[src/rtl/m_ext_sequencer.sv]
// ---------------------------------------------------------------------------
// m_ext_sequencer
//
// Multi-cycle sequencer for the RV32M instructions decoded in EX. It captures
// the EX operands, runs an iterative shift-add multiply or a restoring divide
// (one bit per cycle), stalls IF/ID/EX while it works, then presents the
// result for one cycle on result_m qualified by flagM.
//
// Ports:
//   clk       in   rising-edge system clock
//   rst_n     in   asynchronous active-low reset
//   m_valid   in   EX holds an M-extension instruction (qualified by alu_opE)
//   alu_opE   in   5-bit ALU op code (MUL..REMU = 01011..10010)
//   SrcAE     in   operand A (rs1)
//   SrcBE     in   operand B (rs2)
//   flush     in   EX flush; suppresses accept and aborts a running op
//   stall_m   out  pipeline stall request (accept cycle and CALC)
//   flagM     out  result_m valid this cycle (one pulse per completed op)
//   result_m  out  M-op result, held until the next completion
//   busy      out  sequencer not idle
//
// Optional build macro: M_SEQ_EARLY_OUT_EN
//   When defined, divide by zero, signed divide overflow and multiplies with
//   a zero operand skip CALC and complete the cycle after accept.
// ---------------------------------------------------------------------------
module m_ext_sequencer #(
  parameter int XLEN  = 32,
  parameter int CNT_W = 6
) (
  input  logic            clk,
  input  logic            rst_n,
  input  logic            m_valid,
  input  logic [4:0]      alu_opE,
  input  logic [XLEN-1:0] SrcAE,
  input  logic [XLEN-1:0] SrcBE,
  input  logic            flush,
  output logic            stall_m,
  output logic            flagM,
  output logic [XLEN-1:0] result_m,
  output logic            busy
);

  localparam logic [4:0] OP_MUL    = 5'b01011;
  localparam logic [4:0] OP_MULH   = 5'b01100;
  localparam logic [4:0] OP_MULHSU = 5'b01101;
  localparam logic [4:0] OP_MULHU  = 5'b01110;
  localparam logic [4:0] OP_DIV    = 5'b01111;
  localparam logic [4:0] OP_DIVU   = 5'b10000;
  localparam logic [4:0] OP_REM    = 5'b10001;
  localparam logic [4:0] OP_REMU   = 5'b10010;

  localparam logic [CNT_W-1:0] LAST_CNT = CNT_W'(XLEN - 1);

  typedef enum logic [1:0] {
    S_IDLE,
    S_CALC,
    S_DONE
  } state_t;

  state_t            r_state;
  logic [CNT_W-1:0]  r_cnt;
  logic [4:0]        r_op;
  logic [XLEN-1:0]   r_hi;
  logic [XLEN-1:0]   r_lo;
  logic [XLEN-1:0]   r_b;
  logic              r_signA;
  logic              r_signB;
  logic              r_divZero;
  logic [XLEN-1:0]   r_result;
  logic              r_flagM;

  // Input-side decode used only in the accept cycle
  logic              w_isMop;
  logic              w_accept;
  logic              w_aSigned;
  logic              w_bSigned;
  logic              w_negA;
  logic              w_negB;
  logic [XLEN-1:0]   w_magA;
  logic [XLEN-1:0]   w_magB;
  logic              w_bZero;
  logic              w_earlyHit;
  logic [XLEN-1:0]   w_earlyResult;

  // Datapath step and final result
  logic              w_opIsDiv;
  logic [XLEN:0]     w_sum;
  logic [XLEN:0]     w_rem;
  logic              w_ge;
  logic [XLEN-1:0]   w_diff;
  logic [XLEN-1:0]   w_hiNext;
  logic [XLEN-1:0]   w_loNext;
  logic [2*XLEN-1:0] w_prod;
  logic [2*XLEN-1:0] w_prodS;
  logic [XLEN-1:0]   w_final;

  assign w_isMop  = (alu_opE >= OP_MUL) && (alu_opE <= OP_REMU);
  assign w_accept = m_valid & w_isMop & (r_state == S_IDLE) & ~flush;

  // Signed operands are stored as magnitude plus sign flag; MUL is sign-agnostic
  assign w_aSigned = (alu_opE == OP_MULH) || (alu_opE == OP_MULHSU) ||
                     (alu_opE == OP_DIV)  || (alu_opE == OP_REM);
  assign w_bSigned = (alu_opE == OP_MULH) || (alu_opE == OP_DIV) ||
                     (alu_opE == OP_REM);
  assign w_negA    = w_aSigned & SrcAE[XLEN-1];
  assign w_negB    = w_bSigned & SrcBE[XLEN-1];
  assign w_magA    = w_negA ? (-SrcAE) : SrcAE;
  assign w_magB    = w_negB ? (-SrcBE) : SrcBE;
  assign w_bZero   = (SrcBE == '0);

`ifdef M_SEQ_EARLY_OUT_EN
  logic w_inIsDiv;
  logic w_ovf;
  logic w_mulZero;

  assign w_inIsDiv = (alu_opE >= OP_DIV);
  assign w_ovf     = ((alu_opE == OP_DIV) || (alu_opE == OP_REM)) &&
                     (SrcAE == {1'b1, {(XLEN-1){1'b0}}}) && (SrcBE == '1);
  assign w_mulZero = ~w_inIsDiv & ((SrcAE == '0) | w_bZero);
  assign w_earlyHit = (w_inIsDiv & w_bZero) | w_ovf | w_mulZero;

  // Results of the short-circuited cases, taken straight from the inputs
  always_comb begin
    w_earlyResult = '0;
    if (w_inIsDiv && w_bZero) begin
      if ((alu_opE == OP_DIV) || (alu_opE == OP_DIVU))
        w_earlyResult = '1;
      else
        w_earlyResult = SrcAE;
    end else if (w_ovf) begin
      if (alu_opE == OP_DIV)
        w_earlyResult = {1'b1, {(XLEN-1){1'b0}}};
      else
        w_earlyResult = '0;
    end
  end
`else
  assign w_earlyHit    = 1'b0;
  assign w_earlyResult = '0;
`endif

  assign w_opIsDiv = (r_op >= OP_DIV);

  // Multiply: {r_hi,r_lo} holds partial product over the remaining multiplier
  // bits. Divide: r_hi is the partial remainder, r_lo shifts the dividend out
  // at the top while quotient bits enter at the bottom.
  assign w_sum  = {1'b0, r_hi} + {1'b0, r_b};
  assign w_rem  = {r_hi, r_lo[XLEN-1]};
  assign w_ge   = (w_rem >= {1'b0, r_b});
  assign w_diff = w_rem[XLEN-1:0] - r_b;

  // One iteration of the active algorithm
  always_comb begin
    w_hiNext = r_hi;
    w_loNext = r_lo;
    if (w_opIsDiv) begin
      if (w_ge) begin
        w_hiNext = w_diff;
        w_loNext = {r_lo[XLEN-2:0], 1'b1};
      end else begin
        w_hiNext = w_rem[XLEN-1:0];
        w_loNext = {r_lo[XLEN-2:0], 1'b0};
      end
    end else if (r_lo[0]) begin
      {w_hiNext, w_loNext} = {w_sum, r_lo[XLEN-1:1]};
    end else begin
      {w_hiNext, w_loNext} = {1'b0, r_hi, r_lo[XLEN-1:1]};
    end
  end

  assign w_prod  = {w_hiNext, w_loNext};
  assign w_prodS = (r_signA ^ r_signB) ? (-w_prod) : w_prod;

  // Sign fix-up and word selection applied to the last iteration's output.
  // Divide by zero on DIV must not be sign-corrected, so it is forced here.
  always_comb begin
    w_final = '0;
    case (r_op)
      OP_MUL:    w_final = w_prodS[XLEN-1:0];
      OP_MULH,
      OP_MULHSU,
      OP_MULHU:  w_final = w_prodS[2*XLEN-1:XLEN];
      OP_DIV:    w_final = r_divZero ? '1 :
                           ((r_signA ^ r_signB) ? (-w_loNext) : w_loNext);
      OP_DIVU:   w_final = r_divZero ? '1 : w_loNext;
      OP_REM:    w_final = r_signA ? (-w_hiNext) : w_hiNext;
      OP_REMU:   w_final = w_hiNext;
      default:   w_final = '0;
    endcase
  end

  // Sequencer FSM: IDLE -> CALC (XLEN iterations) -> DONE -> IDLE.
  // flagM is set on entry to DONE and cleared every other cycle.
  always_ff @(posedge clk or negedge rst_n) begin
    if (!rst_n) begin
      r_state   <= S_IDLE;
      r_cnt     <= '0;
      r_op      <= '0;
      r_hi      <= '0;
      r_lo      <= '0;
      r_b       <= '0;
      r_signA   <= 1'b0;
      r_signB   <= 1'b0;
      r_divZero <= 1'b0;
      r_result  <= '0;
      r_flagM   <= 1'b0;
    end else begin
      r_flagM <= 1'b0;
      case (r_state)
        S_IDLE: begin
          if (w_accept) begin
            r_op      <= alu_opE;
            r_hi      <= '0;
            r_lo      <= w_magA;
            r_b       <= w_magB;
            r_signA   <= w_negA;
            r_signB   <= w_negB;
            r_divZero <= w_bZero;
            r_cnt     <= '0;
            if (w_earlyHit) begin
              r_result <= w_earlyResult;
              r_flagM  <= 1'b1;
              r_state  <= S_DONE;
            end else begin
              r_state  <= S_CALC;
            end
          end
        end
        S_CALC: begin
          if (flush) begin
            r_state <= S_IDLE;
          end else begin
            r_hi  <= w_hiNext;
            r_lo  <= w_loNext;
            r_cnt <= r_cnt + 1'b1;
            if (r_cnt == LAST_CNT) begin
              r_result <= w_final;
              r_flagM  <= 1'b1;
              r_state  <= S_DONE;
            end
          end
        end
        S_DONE: begin
          r_state <= S_IDLE;
        end
        default: begin
          r_state <= S_IDLE;
        end
      endcase
    end
  end

  assign stall_m  = w_accept | (r_state == S_CALC);
  assign flagM    = r_flagM;
  assign result_m = r_result;
  assign busy     = (r_state != S_IDLE);

endmodule

[config.mk]
export PLATFORM = sky130hd
export DESIGN_NAME = m_ext_sequencer
export DESIGN_NICKNAME = d
export VERILOG_FILES = /design/src/rtl/m_ext_sequencer.sv
export SDC_FILE = /design/constraint.sdc
export NUM_CORES = 1
export LEC_CHECK = 0
export CAP_MARGIN = 30
export CORE_MARGIN = 8
export CORE_UTILIZATION = 45
export DETAILED_ROUTE_END_ITERATION = 16
export GPL_ROUTABILITY_DRIVEN = 0
export HOLD_SLACK_MARGIN = 0.1
export PLACE_DENSITY_LB_ADDON = 0.25
export SLEW_MARGIN = 20
export SYNTH_ARGS = -nofsm -noshare
export SYNTH_HDL_FRONTEND = slang
export SYNTH_SLANG_ARGS = --single-unit
[constraint.sdc]
create_clock -name clk -period 9.95 [get_ports clk]
set_input_delay 1.99 -clock clk [delete_from_list [all_inputs] [get_ports clk]]
set_output_delay 1.99 -clock clk [all_outputs]
set_load 0.05 [all_outputs]
Routed metal per tile:
Drawn at 2 px/um. The die is cut into 21 by 21 equal tiles; dark blue is low, red is high, scaled to the fullest tile. Values are wire area over tile area, all layers added.
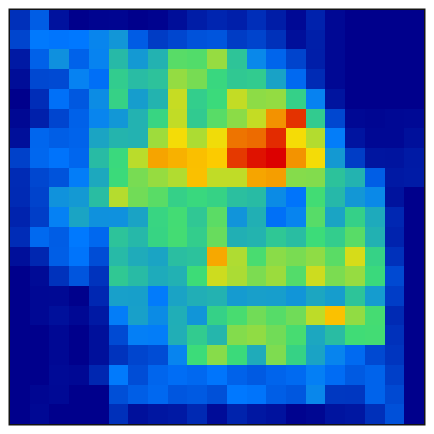
densest ninth of the die: centre
emptiest ninth of the die: south-west
tiles over half the peak: 20%
nearly empty tiles: 18%
drt total wl: 60.1 mm
Tot GR Track Use: 27.8%
Vias: 18100
average wire per standard cell: 22.1 um

Where the registers sit:
Drawn at 3 px/um. Other sequential cells in the stronger grey, the rest of the logic in the fainter grey.
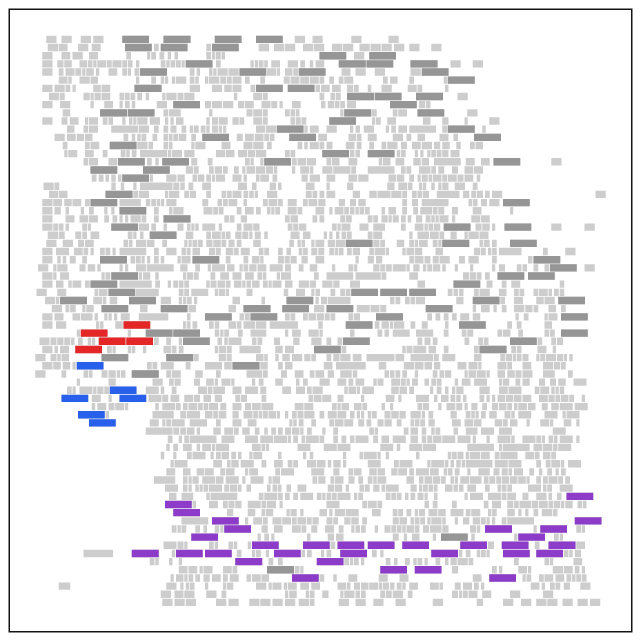
[purple] r_b | sequential cells: 32
[red] r_op | sequential cells: 5 | where: west
[blue] r_cnt | sequential cells: 6
not coloured: 102
Seq. cell area: 0.00363 mm^2
sequential power: 990 uW
Finished Core Util: 50.5%
sequential cell area share: 19.8%

==> Changelog: implementation <==
## Flow update

- Max-Cap Viols: 0
- Initial DRC Count: 2116
- Top Ports: 108
- WP data required: 7960 ps
- Yosys top cell area share: 22.1%
- Die height: 207 um
- Clock root cell: clkbuf_16
- CTS sink count: 145
- Worst setup SP type: input port
- CTS Hold Bufs: 0
- DRC violations left: 0
- H-tree Lvls: 4
- Synthesized instance count: 2227
- Endpoints failing setup: 0
- Worst-path clk slew: 80 ps
- Total power: 6.21 mW
- PwrDens: 339 mW/mm^2
- Share of post-route cells with drive strength above 1: 5.75%
- Leakage Power: 7.46 nW
- Unrepaired setup endpoints after global routing: false
- ANT cells: 0
- Maximum vdd drop: 0.156 mV
- Largest net degree at the start of global routing: 99
- Worst Reg2Reg Path Length in Cells: 14
- Hold depth: 2
- Post-Place Setup Slack: 3700 ps
- Clock buffers created by TritonCTS: 17
- Critical Path End Type: output port
- CP max FO: 10
- # Cells Yosys: 2227
- Clk Latency, worst-skew pair: 470 ps
- Syn Area/Cell: 7.37 um^2
- Max incr delay on CP: 820 ps
- FP Core Util: 45.3%
- Antenna violations before repair: 0
- First-pass GRT wire length: 94.2 mm
- WP data arrival: 4260 ps
- Yosys cell types: 111
- Final setup TNS: 0 ps
- Number of global-route vias before repair: 17000
- Final worst setup slack: 3700 ps
- # Post-CTS Setup Buffers: 0
- Ys async rst share: 100%
- Final HPWL from detailed placement: 45.0 mm
- Drt first pass iters: 8
- Most common reg cell: dfrtp_1
- OpenROAD warnings: 26
- Period utilization: 62.8%
- Run status: finished clean
- Row count: 70
- I/O Buffers: 107
- Pins Over Slew Limit: 0
- Core area: 0.0363 mm^2
- Fin. Hold Viols: 0
- Synth Net Count: 2370
- Number of enable flip-flop cells: 0
- Max Fclk: 0.160 GHz
- Die area: 0.0428 mm^2
- Global route overflow: 0
- Netlist Area Pre-Place: 0.0164 mm^2
- Sequential cell area fraction in the yosys report: 22.1%
- Max Root-Sink Buffers: 2
- Antenna Nets Post-Route: 0
- Period minus WS final: 6250 ps
- Critical path cell sequence: clkdlybuf4s50_1 -> a21o_1 -> nand2_1 -> o22ai_1 -> nand4b_1 -> nand2_1 -> clkdlybuf4s50_1
- Layout Nets: 2375
- DR vias/cell: 6.66
- Slowest CP cell: clkdlybuf4s50_1
- Setup CP Type: input port to output port
- Setup Skew: 16.9 ps
- Synth area leader: dfrtp_1
- Worst-margin pin slew: 995 ps
Routed metal, one colour a layer:
Drawn at 2 px/um. Only two layers are drawn.
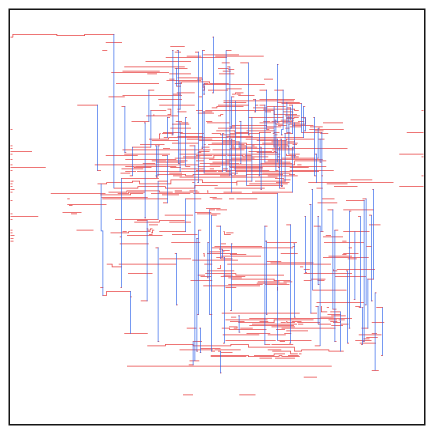
[blue] M4 | wire length: 3370 um
[red] M3 | wire length: 5590 um

## cell usage after synthesis (15+ instances only)
cell type / number
a211oi_1: 18
a21o_1: 35
a21oi_1: 232
a31oi_1: 36
and2_1: 18
and3_1: 26
buf_2: 32
clkbuf_1: 97
dfrtp_1: 145
ha_1: 68
inv_1: 70
mux2i_1: 42
nand2_1: 251
nand2b_1: 16
nand3_1: 83
nand4_1: 33
nor2_1: 154
nor2b_1: 15
nor3_1: 61
nor4_1: 20
o211ai_1: 22
o21ai_0: 230
o21ai_1: 20
o221ai_1: 18
o31ai_1: 25
or3_1: 23
or4_1: 15
xnor2_1: 85
xor2_1: 55
## critical path: cells and delay by family
kind	cells	cell delay, ps
and+or+nand+nor	3	600
buffers and inverters	2	1350
AOI/OAI and AO/OA	2	310
## final cells by class
| cell class | count | area [um^2] |
|---|---|---|
| inverters | 70 | 263 |
| repair buffers | 133 | 1320 |
| fillers | 3617 | 17900 |
| flip-flops and latches | 145 | 3630 |
| clock inverters | 15 | 195 |
| multi-input cells | 1865 | 11900 |
| well taps | 468 | 586 |
| clock buffers | 17 | 425 |
## path summary, 6_finish.rpt
kind	from	endpoint	slack, ps
worst max register to register	r_hi[23]	result_m[24]	4340
worst max-delay path	alu_opE[1]	stall_m	3700
min in group asynchronous	rst_n	r_b[15]	1420
worst min register to register	result_m[4]	result_m[4]	490
worst min-delay path	result_m[4]	result_m[4]	490
max in group asynchronous	rst_n	result_m[21]	7120
## report_power, final
| part | total [mW] | leakage [nW] | switching, mW | internal [mW] |
|---|---|---|---|---|
| sequential | 0.990 | 1.90 | 0.257 | 0.734 |
| clock | 0.711 | 0.301 | 0.328 | 0.383 |
| combinational | 4.51 | 5.26 | 2.98 | 1.54 |
| total | 6.21 | 7.46 | 3.56 | 2.65 |
## per-layer routing
layer	global-route usage, %	share of wire (%)	vias to the layer above
met1	36.8	42	8482
met2	42.3	43	1025
met4	15.3	5.6	0
met5	0	0	-
met3	5.38	9.3	237
li1	-	-	8329
## registers in the layout, summed over array words and instances, names as in the netlist
name and cells:
r_hi 32, r_cnt 6, r_signB 1, r_op 5, r_b 32, r_lo 32
r_divZero 1, r_signA 1, result_m 32, flagM 1, r_state 2
## placed cells by master, fill, tap and decap left out, types with 20 or more instances in the layout
cell             count
xor2_1              55
and3_1              26
inv_1               70
a31oi_1             36
dfrtp_1            145
nand2_1            251
nor3_1              61
o21ai_0            230
nand3_1             83
a21oi_1            231
a21o_1              35
buf_4               22
nor4_1              20
o211ai_1            22
ha_1                68
or3_1               23
o21ai_1             20
clkdlybuf4s50_1    106
nand4_1             33
nor2_1             153
xnor2_1             84
mux2i_1             42
o31ai_1             25
## metrics by stage
step                      utilization (%)  area [um^2]  cells
after detailed placement             48.7        17700   2679
after global placement               48.6        17600   2677
after CTS                            50.4        18300   2711
after global routing                 50.5        18300   2713
after floorplan                         -        16400   2227
final                                50.5        18300   2713
## cell families (layout without fill, tap and decap cells)
family	count (synthesis)	in the layout	synth area share [%]
compound gates	829	829	32.8
simple gates	779	779	23.7
buf+inv	217	235	5.66
flops	145	145	22.1
xor+xnor	140	140	7.47
fa+ha+maj	70	70	5.43
mux	47	47	2.90
No activity file was given, so power comes from the tool's default toggle rates.
